==> images/metal_stack.png <==
Drawn at 3 px/um. Two of the layers only.
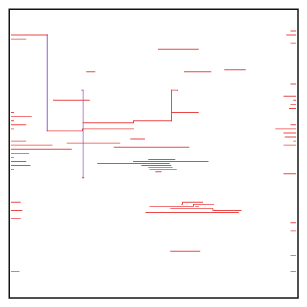
==> images/gate_families.png <==
Drawn at 4 px/um.
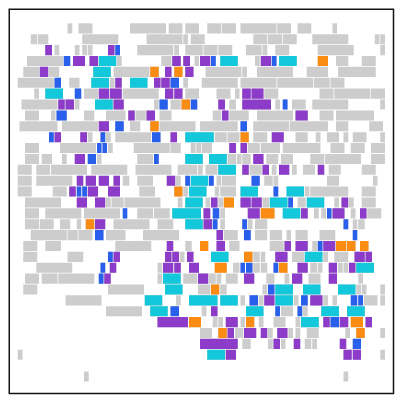
==> images/clock_map.png <==
Drawn at 4 px/um.
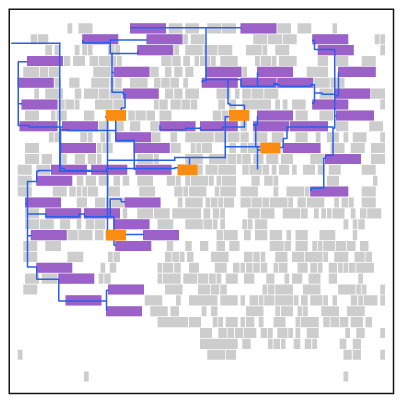
===== config.mk =====
export PLATFORM = sky130hd
export DESIGN_NAME = autoconfig_master
export DESIGN_NICKNAME = d
export VERILOG_FILES = /design/src/rtl/autoconfig_master_pkg.sv /design/src/rtl/autoconfig_master_bus_cycle.sv /design/src/rtl/autoconfig_master.sv
export SDC_FILE = /design/constraint.sdc
export NUM_CORES = 1
export LEC_CHECK = 0
export CAP_MARGIN = 10
export CORE_MARGIN = 1.5
export CORE_UTILIZATION = 50
export DETAILED_ROUTE_END_ITERATION = 10
export GPL_ROUTABILITY_DRIVEN = 0
export PLACE_DENSITY = 0.74
export SETUP_SLACK_MARGIN = 0.5
export SLEW_MARGIN = 10
export SYNTH_ARGS = -nofsm -noshare
export SYNTH_HDL_FRONTEND = slang
export SYNTH_SLANG_ARGS = --single-unit

===== constraint.sdc =====
create_clock -name CLK -period 13.7 [get_ports CLK]
set_input_delay 2.055 -clock CLK [delete_from_list [all_inputs] [get_ports CLK]]
set_output_delay 2.055 -clock CLK [all_outputs]
set_load 0.02 [all_outputs]

===== src/rtl/autoconfig_master_pkg.sv =====
// Shared constants, state encoding and size decode for the Zorro II AutoConfig initiator.
package autoconfig_master_pkg;

  // Register offsets within the config page, as seen on ADDR[8:1]
  localparam logic [7:0] RegType   = 8'h00;
  localparam logic [7:0] RegSize   = 8'h01;
  localparam logic [7:0] RegBaseHi = 8'h24;
  localparam logic [7:0] RegBaseLo = 8'h25;
  localparam logic [7:0] RegShut   = 8'h26;

  // Config page and allocation pools, in 64 KB units (ADDR[23:16])
  localparam logic [7:0] CfgPage  = 8'hE8;
  localparam logic [7:0] MemBase  = 8'h20;
  localparam logic [8:0] MemLimit = 9'h0A0;
  localparam logic [7:0] IoBase   = 8'hE9;
  localparam logic [8:0] IoLimit  = 9'h0F0;

  typedef enum logic [2:0] {
    StIdle,
    StRdType,
    StRdSize,
    StAlloc,
    StWrLo,
    StWrHi,
    StWrShut
  } scan_state_e;

  // Size code to 64 KB units; code 0 is the 8 MB board
  function automatic logic [8:0] size_units(input logic [2:0] code);
    logic [8:0] units;
    unique case (code)
      3'd0:    units = 9'd128;
      3'd1:    units = 9'd1;
      3'd2:    units = 9'd2;
      3'd3:    units = 9'd4;
      3'd4:    units = 9'd8;
      3'd5:    units = 9'd16;
      3'd6:    units = 9'd32;
      default: units = 9'd64;
    endcase
    return units;
  endfunction

endpackage


===== src/rtl/autoconfig_master_bus_cycle.sv =====
// z2_bus_cycle: one SETUP/STROBE/RELEASE nibble bus cycle with DTACK timeout.
// A request seen in idle or in RELEASE launches the next cycle back-to-back.
module z2_bus_cycle #(
  parameter int unsigned TIMEOUT = 16
) (
  input  logic        CLK,
  input  logic        RESET_n,
  input  logic        req,
  input  logic        rw,
  input  logic [22:0] addr,
  input  logic [3:0]  wdata,
  output logic        ack,
  output logic [3:0]  rdata,
  output logic        timeout,
  output logic [22:0] ADDR,
  output logic        AS_n,
  output logic        RW,
  output logic [3:0]  DOUT,
  input  logic [3:0]  DIN,
  input  logic        DTACK_n
);

  localparam int unsigned CntW = (TIMEOUT > 1) ? $clog2(TIMEOUT) : 1;
  localparam logic [CntW-1:0] CntMax = CntW'(TIMEOUT - 1);

  typedef enum logic [1:0] {PhIdle, PhSetup, PhStrobe, PhRelease} phase_e;

  phase_e          phase_q, phase_d;
  logic [CntW-1:0] cnt_q;
  logic            to_q;
  logic [3:0]      rdata_q;
  logic [22:0]     addr_q;
  logic            rw_q;
  logic [3:0]      dout_q;
  logic            launch, dtack_seen, expired;

  assign launch     = req && (phase_q == PhIdle || phase_q == PhRelease);
  assign dtack_seen = (phase_q == PhStrobe) && !DTACK_n;
  assign expired    = (phase_q == PhStrobe) && DTACK_n && (cnt_q == CntMax);

  // Phase sequencing
  always_comb begin
    phase_d = phase_q;
    unique case (phase_q)
      PhIdle:    if (req) phase_d = PhSetup;
      PhSetup:   phase_d = PhStrobe;
      PhStrobe:  if (dtack_seen || expired) phase_d = PhRelease;
      PhRelease: phase_d = req ? PhSetup : PhIdle;
      default:   phase_d = PhIdle;
    endcase
  end

  // Phase, strobe counter, captured read data and held bus fields
  always_ff @(posedge CLK or negedge RESET_n) begin
    if (!RESET_n) begin
      phase_q <= PhIdle;
      cnt_q   <= '0;
      to_q    <= 1'b0;
      rdata_q <= '0;
      addr_q  <= '0;
      rw_q    <= 1'b1;
      dout_q  <= '0;
    end else begin
      phase_q <= phase_d;
      if (launch) begin
        addr_q <= addr;
        rw_q   <= rw;
        dout_q <= wdata;
      end
      if (phase_q == PhSetup) cnt_q <= '0;
      else if (phase_q == PhStrobe) cnt_q <= cnt_q + CntW'(1);
      if (dtack_seen) begin
        rdata_q <= DIN;
        to_q    <= 1'b0;
      end else if (expired) begin
        to_q <= 1'b1;
      end
    end
  end

  // AS_n decodes straight from the phase so reset releases it asynchronously
  assign AS_n    = (phase_q != PhStrobe);
  assign ADDR    = addr_q;
  assign RW      = rw_q;
  assign DOUT    = dout_q;
  assign rdata   = rdata_q;
  assign ack     = (phase_q == PhRelease) && !to_q;
  assign timeout = (phase_q == PhRelease) && to_q;

endmodule


===== src/rtl/autoconfig_master.sv =====
// Zorro II AutoConfig initiator: scans the $E8 page, allocates 64 KB-aligned bases
// from the memory or I/O pool and commits each board, or shuts it up if it does not fit.
module autoconfig_master
  import autoconfig_master_pkg::*;
#(
  parameter int unsigned TIMEOUT    = 16,
  parameter int unsigned MAX_BOARDS = 7
) (
  input  logic        CLK,
  input  logic        RESET_n,
  input  logic        start,
  output logic [22:0] ADDR,
  output logic        AS_n,
  output logic        RW,
  output logic [3:0]  DOUT,
  input  logic [3:0]  DIN,
  input  logic        DTACK_n,
  output logic        busy,
  output logic        done,
  output logic        error,
  output logic [2:0]  boards,
  output logic [7:0]  mem_ptr,
  output logic [7:0]  io_ptr
);

  scan_state_e state_q, state_d;
  logic        is_mem_q, is_mem_d;
  logic [2:0]  size_q, size_d;
  logic [7:0]  base_q, base_d;
  logic [7:0]  mem_ptr_q, mem_ptr_d, io_ptr_q, io_ptr_d;
  logic [2:0]  boards_q, boards_d;
  logic        error_q, error_d, done_q, done_d;

  logic        bus_req, bus_rw, bus_ack, bus_to;
  logic [7:0]  bus_off;
  logic [3:0]  bus_wdata, bus_rdata;

  logic [8:0]  units, ptr9, limit, align_base, alloc_base, alloc_end;
  logic        fits;
  logic        unused_bits;

  assign unused_bits = ^{bus_rdata[3], alloc_base[8], alloc_end[8]};

  // Allocator: align the pool pointer up to the board size and test against the pool end
  always_comb begin
    units      = size_units(size_q);
    ptr9       = is_mem_q ? {1'b0, mem_ptr_q} : {1'b0, io_ptr_q};
    limit      = is_mem_q ? MemLimit : IoLimit;
    align_base = (ptr9 + units - 9'd1) & ~(units - 9'd1);
    if (is_mem_q && size_q == 3'd0) begin
      // 8 MB board only fits when the whole memory pool is still free
      alloc_base = {1'b0, MemBase};
      fits       = (mem_ptr_q == MemBase);
    end else begin
      alloc_base = align_base;
      fits       = (align_base + units) <= limit;
    end
    alloc_end = alloc_base + units;
  end

  // Scan FSM next state and datapath updates
  always_comb begin
    state_d   = state_q;
    is_mem_d  = is_mem_q;
    size_d    = size_q;
    base_d    = base_q;
    mem_ptr_d = mem_ptr_q;
    io_ptr_d  = io_ptr_q;
    boards_d  = boards_q;
    error_d   = error_q;
    done_d    = 1'b0;
    unique case (state_q)
      StIdle: begin
        if (start && !done_q) begin
          state_d   = StRdType;
          error_d   = 1'b0;
          boards_d  = '0;
          mem_ptr_d = MemBase;
          io_ptr_d  = IoBase;
        end
      end
      StRdType: begin
        if (bus_ack) begin
          is_mem_d = bus_rdata[1];
          state_d  = StRdSize;
        end else if (bus_to) begin
          // Nobody answered: end of chain, not an error
          state_d = StIdle;
          done_d  = 1'b1;
        end
      end
      StRdSize: begin
        if (bus_ack) begin
          size_d  = bus_rdata[2:0];
          state_d = StAlloc;
        end else if (bus_to) begin
          error_d = 1'b1;
          state_d = StIdle;
          done_d  = 1'b1;
        end
      end
      StAlloc: begin
        if (fits) begin
          base_d   = alloc_base[7:0];
          boards_d = boards_q + 3'd1;
          if (is_mem_q) mem_ptr_d = alloc_end[7:0];
          else          io_ptr_d  = alloc_end[7:0];
          state_d = StWrLo;
        end else begin
          state_d = StWrShut;
        end
      end
      StWrLo, StWrHi, StWrShut: begin
        if (bus_to) begin
          error_d = 1'b1;
          state_d = StIdle;
          done_d  = 1'b1;
        end else if (bus_ack) begin
          if (state_q == StWrLo) begin
            state_d = StWrHi;
          end else if (state_q == StWrHi && boards_q == 3'(MAX_BOARDS)) begin
            state_d = StIdle;
            done_d  = 1'b1;
          end else begin
            state_d = StRdType;
          end
        end
      end
      default: state_d = StIdle;
    endcase
  end

  // Bus request decoded from the next state so consecutive cycles run back-to-back
  always_comb begin
    bus_req   = 1'b1;
    bus_rw    = 1'b1;
    bus_wdata = '0;
    bus_off   = RegType;
    unique case (state_d)
      StRdType: bus_off = RegType;
      StRdSize: bus_off = RegSize;
      StWrLo: begin
        bus_rw    = 1'b0;
        bus_off   = RegBaseLo;
        bus_wdata = alloc_base[3:0];  // only entered from ALLOC, where alloc_base is live
      end
      StWrHi: begin
        bus_rw    = 1'b0;
        bus_off   = RegBaseHi;
        bus_wdata = base_q[7:4];
      end
      StWrShut: begin
        bus_rw  = 1'b0;
        bus_off = RegShut;
      end
      default: bus_req = 1'b0;
    endcase
  end

  // Scan state and result registers
  always_ff @(posedge CLK or negedge RESET_n) begin
    if (!RESET_n) begin
      state_q   <= StIdle;
      is_mem_q  <= 1'b0;
      size_q    <= '0;
      base_q    <= '0;
      mem_ptr_q <= MemBase;
      io_ptr_q  <= IoBase;
      boards_q  <= '0;
      error_q   <= 1'b0;
      done_q    <= 1'b0;
    end else begin
      state_q   <= state_d;
      is_mem_q  <= is_mem_d;
      size_q    <= size_d;
      base_q    <= base_d;
      mem_ptr_q <= mem_ptr_d;
      io_ptr_q  <= io_ptr_d;
      boards_q  <= boards_d;
      error_q   <= error_d;
      done_q    <= done_d;
    end
  end

  z2_bus_cycle #(
    .TIMEOUT (TIMEOUT)
  ) u_bus (
    .CLK     (CLK),
    .RESET_n (RESET_n),
    .req     (bus_req),
    .rw      (bus_rw),
    .addr    ({CfgPage, 7'd0, bus_off}),
    .wdata   (bus_wdata),
    .ack     (bus_ack),
    .rdata   (bus_rdata),
    .timeout (bus_to),
    .ADDR    (ADDR),
    .AS_n    (AS_n),
    .RW      (RW),
    .DOUT    (DOUT),
    .DIN     (DIN),
    .DTACK_n (DTACK_n)
  );

  assign busy    = (state_q != StIdle);
  assign done    = done_q;
  assign error   = error_q;
  assign boards  = boards_q;
  assign mem_ptr = mem_ptr_q;
  assign io_ptr  = io_ptr_q;

endmodule

==> metrics.yaml <==
outcome:
  status: "completed"
critical_path:
  reg2reg_to: "mem_ptr[4]$_DFFE_PN0P_"
  crit_slowest_cell: "and3_1"
  arrival_ns: 7.13
  critPathLaunchType: "flip-flop"
  critPathCapture: "mem_ptr[4]$_DFFE_PN0P_"
  end_kind: "flip-flop"
route:
  dr.pass1.iters: 4
  via_count: 3622
  antenna_left: 0
  routed-wl-met2_mm: 4.80
  wl_met3_um: 487
  met1Wirelength_mm: 4.64
sta:
  finalSetupViolations: 0
  min_period_ns: 6.94
  skew_ns: 0.0101
  tightest_slew_ns: 0.704
  fin_worst_hold_slack_ns: 0.494
  max_freq_mhz: 144
  finalClockPeriodUsage_pct: 50.7
global_route:
  use_met1_pct: 30.2
synthesis:
  ys_seq_elements: 51
  synth.distinct_cells: 67
  syn_area_sq_um: 4300
  yosysSeqAreaShare_pct: 29.9
  edf_count: 0
  yosys.area.top_type_share_pct: 25.6
clock_network:
  cts_tree: "built"
  holdBufCountCts: 0
  numCtsBuffers: 5
  clk_latency_ns: 0.31
  clk_pin_slew_ns: 0.09
layout:
  fin_util_pct: 57.7
  most-common-layout-cells: "46 x inv_1, 44 x dfrtp_1, 41 x nor2_1, 41 x clkdlybuf4s50_1, 37 x ha_1"
  design_area_sq_um: 4760
flow_run:
  tool_warnings: 34
floorplan:
  fp.dieW_um: 95.7
  coreArea_sq_um: 8260
Back to the opening pictures, metal_stack.png:
| colour | layer | wire length |
|---|---|---|
| red | met3 | 488 um |
| purple | met4 | 71.4 um |

Back to the opening pictures, gate_families.png:
| colour | family | cells |
|---|---|---|
| purple | inverting AOI/OAI gates | 107 |
| blue | NAND gates | 53 |
| cyan | adder and majority cells | 40 |
| orange | AND and OR gates | 23 |

Back to the opening pictures, clock_map.png:
[orange] cells driving clock nets | count: 5
[blue] clock wires | length: 628 um
[purple] flip-flops | count: 51
routed clock nets: 6

[cell type report]
type | count | area [sq um]
flip-flops and latches | 51 | 1280
inverters | 46 | 173
well taps | 105 | 131
repair buffers | 44 | 430
multi-input cells | 371 | 2660
clock buffers | 6 | 72.6
fillers | 758 | 3500
clock inverters | 2 | 13.8
[kinds of logic after synthesis]
kind of cell	synth area share (%)
muxes	6.55
buffers and inverters	9.52
other	0.0873
AOI/OAI and AO/OA	21.5
xor gates and xnor gates	3.46
DFF	29.9
adders and majority gates	12.2
and+or+nand+nor	16.8
[state kept, by name (all words and copies together) (netlist names), 4 cells and up]
signal / cells
u_bus.cnt_q: 4
base_q: 4
mem_ptr: 8
u_bus.ADDR: 4
io_ptr: 8
u_bus.DOUT: 4
